==> images/clock_map.png <==
Bar = 50 um.
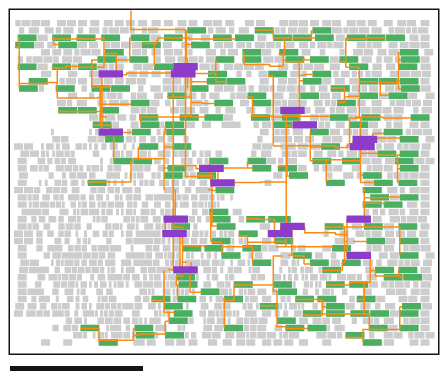
==> images/registers.png <==
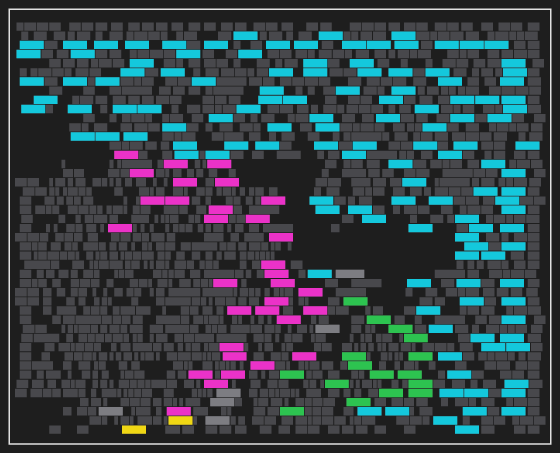
==> images/final_clocks.png <==
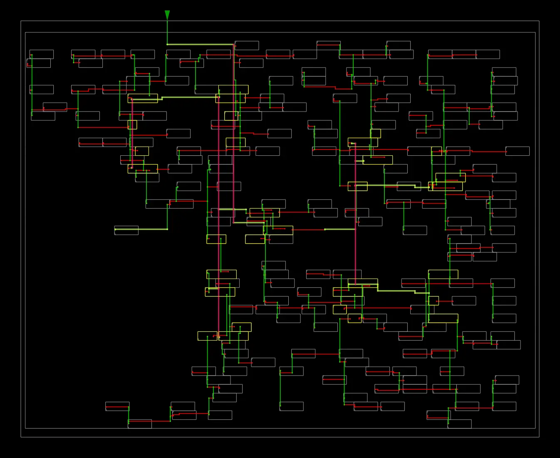
==> images/cell_classes.png <==
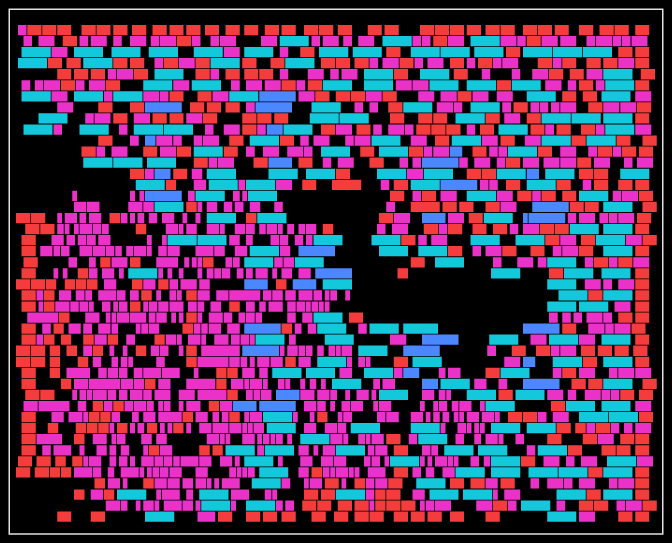
**src/rtl/push_sequencer_if.sv**
```systemverilog
// Control, particle-memory read port and full_pusher feed of the push sequencer.
// master = sequencer side, slave = surrounding datapath/testbench side.
interface push_sequencer_if #(
    parameter int PWIDTH = 64,
    parameter int AWIDTH = 16
);
    logic                  start;
    logic [31:0]           num_particles;
    logic                  ui_valid;
    logic                  busy;
    logic                  step_done;
    logic                  pmem_ren;
    logic [AWIDTH-1:0]     pmem_raddr;
    logic [2*PWIDTH-1:0]   pmem_rdata;
    logic                  push_valid;
    logic                  push_noop;
    logic [2*PWIDTH-1:0]   push_particle;
    logic                  push_done;

    modport master (
        input  start, num_particles, ui_valid, pmem_rdata, push_done,
        output busy, step_done, pmem_ren, pmem_raddr, push_valid, push_noop, push_particle
    );

    modport slave (
        output start, num_particles, ui_valid, pmem_rdata, push_done,
        input  busy, step_done, pmem_ren, pmem_raddr, push_valid, push_noop, push_particle
    );
endinterface

```
**src/rtl/push_sequencer.sv**
```systemverilog
// Streams ceil(N/2) particle pairs from memory into full_pusher, then waits for its done.
// Latency: first push RD_LAT cycles after first read; step_done the cycle after an accepted push_done.
// Backpressure: none, one pair per cycle; optional step_cycles output under PUSH_SEQ_CYCLE_COUNT_EN.
module push_sequencer #(
    parameter int PWIDTH = 64,
    parameter int AWIDTH = 16,
    parameter int RD_LAT = 2
) (
    input  logic              clk,
    input  logic              rst,
    push_sequencer_if.master  bus
`ifdef PUSH_SEQ_CYCLE_COUNT_EN
    ,
    output logic [31:0]       step_cycles
`endif
);

    typedef enum logic [1:0] {S_IDLE, S_ISSUE, S_DRAIN, S_DONE} state_t;

    state_t                state_q, state_d;
    logic [AWIDTH-1:0]     addr_q, addr_d;
    logic [31:0]           last_idx_q, last_idx_d;
    logic                  odd_q, odd_d;
    logic                  last_pushed_q, last_pushed_d;
    logic [RD_LAT-1:0]     ren_dly_q, ren_dly_d;
    logic [RD_LAT-1:0]     last_dly_q, last_dly_d;
    logic [2*PWIDTH-1:0]   hold_q, hold_d;

    logic [32:0]           n_plus1;
    logic [31:0]           pairs;
    logic                  accept;
    logic                  issue_last;
    logic                  dly_vld;
    logic                  dly_last;

    // 33-bit sum so N = 2^32-1 still yields 2^31 pairs
    assign n_plus1    = {1'b0, bus.num_particles} + 33'd1;
    assign pairs      = 32'(n_plus1 >> 1);
    assign accept     = (state_q == S_IDLE) && bus.start && !bus.ui_valid;
    assign issue_last = (state_q == S_ISSUE) && (32'(addr_q) == last_idx_q);
    assign dly_vld    = ren_dly_q[RD_LAT-1];
    assign dly_last   = last_dly_q[RD_LAT-1];

    always_comb begin
        state_d       = state_q;
        addr_d        = addr_q;
        last_idx_d    = last_idx_q;
        odd_d         = odd_q;
        last_pushed_d = last_pushed_q;

        if (dly_vld && dly_last) begin
            last_pushed_d = 1'b1;
        end

        case (state_q)
            S_IDLE: begin
                if (accept) begin
                    addr_d        = '0;
                    last_idx_d    = pairs - 32'd1;
                    odd_d         = bus.num_particles[0];
                    last_pushed_d = 1'b0;
                    state_d       = (bus.num_particles == 32'd0) ? S_DONE : S_ISSUE;
                end
            end
            S_ISSUE: begin
                if (issue_last) begin
                    addr_d  = '0;
                    state_d = S_DRAIN;
                end else begin
                    addr_d  = addr_q + AWIDTH'(1);
                end
            end
            S_DRAIN: begin
                // a done seen before the last pair reached the pusher belongs to nothing
                if (bus.push_done && last_pushed_q) begin
                    state_d = S_DONE;
                end
            end
            S_DONE: begin
                state_d = S_IDLE;
            end
            default: begin
                state_d = S_IDLE;
            end
        endcase
    end

    always_comb begin
        ren_dly_d     = '0;
        last_dly_d    = '0;
        ren_dly_d[0]  = (state_q == S_ISSUE);
        last_dly_d[0] = issue_last;
        for (int i = 1; i < RD_LAT; i++) begin
            ren_dly_d[i]  = ren_dly_q[i-1];
            last_dly_d[i] = last_dly_q[i-1];
        end
    end

    assign bus.busy          = (state_q == S_ISSUE) || (state_q == S_DRAIN);
    assign bus.step_done     = (state_q == S_DONE);
    assign bus.pmem_ren      = (state_q == S_ISSUE);
    assign bus.pmem_raddr    = addr_q;
    assign bus.push_valid    = dly_vld;
    assign bus.push_noop     = dly_vld && dly_last && odd_q;
    assign bus.push_particle = dly_vld ? bus.pmem_rdata : hold_q;
    assign hold_d            = bus.push_particle;

    always_ff @(posedge clk) begin
        if (rst) begin
            state_q       <= S_IDLE;
            addr_q        <= '0;
            last_idx_q    <= '0;
            odd_q         <= 1'b0;
            last_pushed_q <= 1'b0;
            ren_dly_q     <= '0;
            last_dly_q    <= '0;
            hold_q        <= '0;
        end else begin
            state_q       <= state_d;
            addr_q        <= addr_d;
            last_idx_q    <= last_idx_d;
            odd_q         <= odd_d;
            last_pushed_q <= last_pushed_d;
            ren_dly_q     <= ren_dly_d;
            last_dly_q    <= last_dly_d;
            hold_q        <= hold_d;
        end
    end

`ifdef PUSH_SEQ_CYCLE_COUNT_EN
    logic [31:0] cyc_q, cyc_d;

    // the accepting cycle counts as 1; every non-idle cycle through DONE adds one
    always_comb begin
        cyc_d = cyc_q;
        if (accept) begin
            cyc_d = 32'd1;
        end else if ((state_q != S_IDLE) && (cyc_q != 32'hFFFF_FFFF)) begin
            cyc_d = cyc_q + 32'd1;
        end
    end

    always_ff @(posedge clk) begin
        if (rst) begin
            cyc_q <= '0;
        end else begin
            cyc_q <= cyc_d;
        end
    end

    assign step_cycles = cyc_q;
`endif

endmodule

```
**src/flat_wrapper.sv**
```systemverilog
// flat-port wrapper written by rule: the top's interface ports become plain ports
module push_sequencer_flat 
#(
    parameter int PWIDTH = 64,
    parameter int AWIDTH = 16,
    parameter int RD_LAT = 2
)
  (clk, rst, bus_start, bus_num_particles, bus_ui_valid, bus_pmem_rdata, bus_push_done, bus_busy, bus_step_done, bus_pmem_ren, bus_pmem_raddr, bus_push_valid, bus_push_noop, bus_push_particle);
  push_sequencer_if #(.PWIDTH(PWIDTH), .AWIDTH(AWIDTH)) bus_i ();
  input  logic clk;
  input  logic rst;
  input wire logic [$bits(bus_i.start)-1:0] bus_start;
  input wire logic [$bits(bus_i.num_particles)-1:0] bus_num_particles;
  input wire logic [$bits(bus_i.ui_valid)-1:0] bus_ui_valid;
  input wire logic [$bits(bus_i.pmem_rdata)-1:0] bus_pmem_rdata;
  input wire logic [$bits(bus_i.push_done)-1:0] bus_push_done;
  output wire logic [$bits(bus_i.busy)-1:0] bus_busy;
  output wire logic [$bits(bus_i.step_done)-1:0] bus_step_done;
  output wire logic [$bits(bus_i.pmem_ren)-1:0] bus_pmem_ren;
  output wire logic [$bits(bus_i.pmem_raddr)-1:0] bus_pmem_raddr;
  output wire logic [$bits(bus_i.push_valid)-1:0] bus_push_valid;
  output wire logic [$bits(bus_i.push_noop)-1:0] bus_push_noop;
  output wire logic [$bits(bus_i.push_particle)-1:0] bus_push_particle;
  assign bus_i.start = bus_start;
  assign bus_i.num_particles = bus_num_particles;
  assign bus_i.ui_valid = bus_ui_valid;
  assign bus_i.pmem_rdata = bus_pmem_rdata;
  assign bus_i.push_done = bus_push_done;
  assign bus_busy = bus_i.busy;
  assign bus_step_done = bus_i.step_done;
  assign bus_pmem_ren = bus_i.pmem_ren;
  assign bus_pmem_raddr = bus_i.pmem_raddr;
  assign bus_push_valid = bus_i.push_valid;
  assign bus_push_noop = bus_i.push_noop;
  assign bus_push_particle = bus_i.push_particle;
  push_sequencer #(.PWIDTH(PWIDTH), .AWIDTH(AWIDTH), .RD_LAT(RD_LAT)) u_core (.clk(clk), .rst(rst), .bus(bus_i));
endmodule
```
**config.mk**
```make
export PLATFORM = sky130hd
export DESIGN_NAME = push_sequencer_flat
export DESIGN_NICKNAME = d
export VERILOG_FILES = /design/src/rtl/push_sequencer_if.sv /design/src/rtl/push_sequencer.sv /design/src/flat_wrapper.sv
export SDC_FILE = /design/constraint.sdc
export NUM_CORES = 1
export LEC_CHECK = 0
export CORE_ASPECT_RATIO = 0.8
export CORE_UTILIZATION = 47
export CTS_CLUSTER_SIZE = 20
export DETAILED_ROUTE_END_ITERATION = 10
export GPL_ROUTABILITY_DRIVEN = 0
export HOLD_SLACK_MARGIN = 0.12
export PLACE_DENSITY = 0.82
export SLEW_MARGIN = 20
export SYNTH_ARGS = -nofsm -noshare
export SYNTH_HDL_FRONTEND = slang
export SYNTH_SLANG_ARGS = --single-unit
```
**constraint.sdc**
```tcl
create_clock -name clk -period 3.1 [get_ports clk]
set_input_delay 0.465 -clock clk [delete_from_list [all_inputs] [get_ports clk]]
set_output_delay 0.465 -clock clk [all_outputs]
set_load 0.005 [all_outputs]
```
==> impl_metrics.yaml <==
# yosys + openroad results
placed_design:
  dp_slack_ns: -0.1257
  portBuffers: 313
  dpl.cell_count: 1582
  dpl.hpwl_um: 21930
worst_setup_path:
  cp_num_cells: 9
  worstPathRequired_ns: 3.46
  crit_fanout: 8
  timing.rr.start: "u_core.state_q[0]"
  crit_chain: "clkdlybuf4s50_1, and3_1, nand4_1, xnor2_1, a211oi_4, and2_4, nand3_2, or4_1, nand3_1"
  max_stage_delay_ns: 0.61
  cp.arrival_ns: 3.18
  crit_start: "bus_num_particles[2]"
  path_buffers: 1
  cp-start-kind: "primary input"
  critPathSlowestCell: "clkdlybuf4s50_1"
  end_kind: "register"
  ff2ff_path_depth: 10
  critPathKind: "primary input to register"
  crit_family: "simple AND/OR/NAND/NOR gates"
route:
  drc_errors: 0
  ant_nets: 0
  wl_per_cell_um: 17.55
  wirelength_um: 28320
  dr.pass1.iters: 5
  via_per_inst: 5.303
  drt-initial-drc-count: 607
  routed-via-count: 8559
final_layout:
  layoutNonFillerInstCount: 1614
  n_antenna_cell: 0
  layout-drive-gt1-share: 0.2072
  utilization: 0.7177
  area_growth_syn_to_layout_pct: 47.02
  num-nets-final: 1517
power_and_ir_drop:
  ir_drop_v: 0.0002867
  power.density_mw_per_mm2: 470.1
  p_leak_nw: 5.399
die:
  design.core.area_sq_mm: 0.01931
  fp-row-count: 45
  fp_util: 0.4882
  ios: 314
  fp.dieArea_sq_mm: 0.02063
  dieHeight_um: 128.7
  die_width_um: 160.3
synthesis:
  yosys.cell_types.count: 77
  numSynthFlops: 184
  top_area_frac: 0.3907
  yosysSeqAreaShare: 0.3907
  yosys_area_sq_mm: 0.009428
  synthArstFlopShare: 0
  synthesis.area_sq_mm: 0.009428
  syn_nets: 1166
  yosysWarnings: 0
  common_cells: "dfxtp_1, nor2b_1, mux2_2"
  synth-edff-count: 0
  topCellsByArea: "dfxtp_1, mux2_2, nor2b_1, xor2_1, xnor2_1"
  ys_cells: 992
  yosys.area.top_type: "dfxtp_1"
  yosysMostFrequentCell: "dfxtp_1"
  avgSynthCellArea_sq_um: 9.504
  synth-main-ff-cell: "dfxtp_1"
  synth_cells: 992
clock_network:
  clk_latency_ns: 0.43
  h-tree-depth: 4
  cts.reportedPaths.clkPinSlew_ns: 0.07
  cts_root_buf: "clkbuf_16"
  clock-sinks: 184
  cts_hold_buf: 0
  cts_tree: "done"
  cts.repair.resized: 0
  clockBufferDepth: 2
  cts_inserted_buffers: 17
  postCtsSetupBuffers: 0
sta:
  slew_headroom: 0.5699
  finalHoldViolations: 0
  slew_viol_final: 0
  worst_pin_slew_ns: 0.6451
  worst_slack_ns: 0.2774
  post-route-period-util: 0.9105
  setup_viol: 0
  skew_ns: 0.01034
  period_needed_ns: 2.823
  whs_ns: 0.4529
  rsz0062_at_grt: "no"
  fmax_mhz: 354.3
min_path:
  hold_class: "register to register"
  hold_start: "u_core.last_dly_q[0]"
  whs_path_depth: 1
global_route:
  track_usage: 0.2688
  grt_pass1_wl_um: 43560
  top_usage_layer: "met2"
  met3_usage: 0.04836
  grt_max_degree: 65
  grt_remaining_overflow: 0
  use_met2: 0.4442
  grt_pass1_vias: 7994
  grtUsageMet1: 0.3593
  antenna_found_initial: 0
job:
  maxCapViolCount: 0
  tool_warnings: 32
run_status:
  outcome: "finished, final reports clean"
## Picture notes: clock_map.png
Orange is clock wires, length 2050 um. Purple is cells driving clock nets, count 17. Green is flip-flops, count 184.
Position of the flops: widely spread. There are 18 routed clock nets.

## Picture notes: registers.png
Magenta is `u_core.last_idx_q`, sequential cells 32. Green is `u_core.bus.pmem_raddr`, sequential cells 16. Yellow is `u_core.state_q`, sequential cells 2. Cyan is `u_core.hold_q`, sequential cells 128, where widely spread.
Another 6 sequential cells are not colored.

## Picture notes: final_clocks.png
Clk power: 2.16 mW
seq_cells: 184

## Picture notes: cell_classes.png
Blue is clock drivers and dummy loads, cells 32. Magenta is all other logic, cells 744. Red is other buffers and delay cells, cells 396. Cyan is flip-flops, cells 184.

==> metal layers <==
layer  wire (um)  vias to the layer above
li1            -                     4175
met1       12510                     3990
met2       13300                      357
met3        1971                       37
met4         540                        0
met5           0                        -
==> placed cells by master (no fill, tap or decap), types with 4 or more instances in the layout <==
master	n
or3_1	9
a21oi_1	31
clkbuf_16	17
nand2_1	60
xor2_1	36
mux2i_1	7
inv_8	4
ha_1	9
buf_4	82
clkdlybuf4s50_1	312
o211ai_1	5
clkinv_8	5
a31oi_1	9
o21ai_0	7
nor2_1	64
nor4_1	18
and2_1	6
nor2b_1	132
and4_1	6
nor3_1	17
or4_1	4
and3_1	11
o31a_1	4
a211oi_1	5
nand4_1	18
nand3b_1	12
inv_1	13
nand3_1	29
dfxtp_1	183
xnor2_1	32
mux2_2	129
==> per-stage QoR <==
stage | power (mW) | TNS [ns] | cell area, sq um
4_1_cts | 6.568 | 0 | 13860
3_3_place_gp | 4.356 | -0.1961 | 13260
3_5_place_dp | 4.389 | -0.9982 | 13260
6_report | 6.516 | 0 | 13860
2_1_floorplan | 3.492 | 0 | 9428
5_1_grt | 6.816 | 0 | 13860
==> power breakdown <==
group          switching, mW  internal, mW
clock                   1.07          1.10
sequential            0.0988          2.54
combinational          0.714         0.999
==> sequential cells by signal, indices dropped and copies added (netlist names) <==
signal / cells
u_core.bus.pmem_raddr: 16
u_core.hold_q: 128
u_core.last_dly_q: 2
u_core.last_idx_q: 32
u_core.last_pushed_q: 1
u_core.odd_q: 1
u_core.ren_dly_q: 2
u_core.state_q: 2
==> path summary, 6_finish.rpt <==
| path | to | slack (ns) |
|---|---|---|
| max | u_core.last_idx_q[24] | 0.28 |
| min | u_core.last_dly_q[1] | 0.45 |
| min reg2reg | u_core.last_dly_q[1] | 0.45 |
| max reg2reg | u_core.bus.pmem_raddr[15] | 0.54 |
==> kinds of logic after synthesis <==
family,share of synthesized area
AOI/OAI and AO/OA,0.07419
DFF,0.3907
and+or+nand+nor,0.2636
muxes,0.1615
adders and majority gates,0.01194
xor gates and xnor gates,0.06317
buffers and inverters,0.03490
==> layout make-up <==
type	count	area [sq um]
Fill cell	1469	5451
Multi-Input combinational cell	731	5418
Timing Repair Buffer	396	3779
Sequential cell	184	3687
Clock buffer	18	429.2
Tap cell	258	322.8
Clock inverter	14	176.4
Inverter	13	48.80
Power and IR drop assume default switching activity.
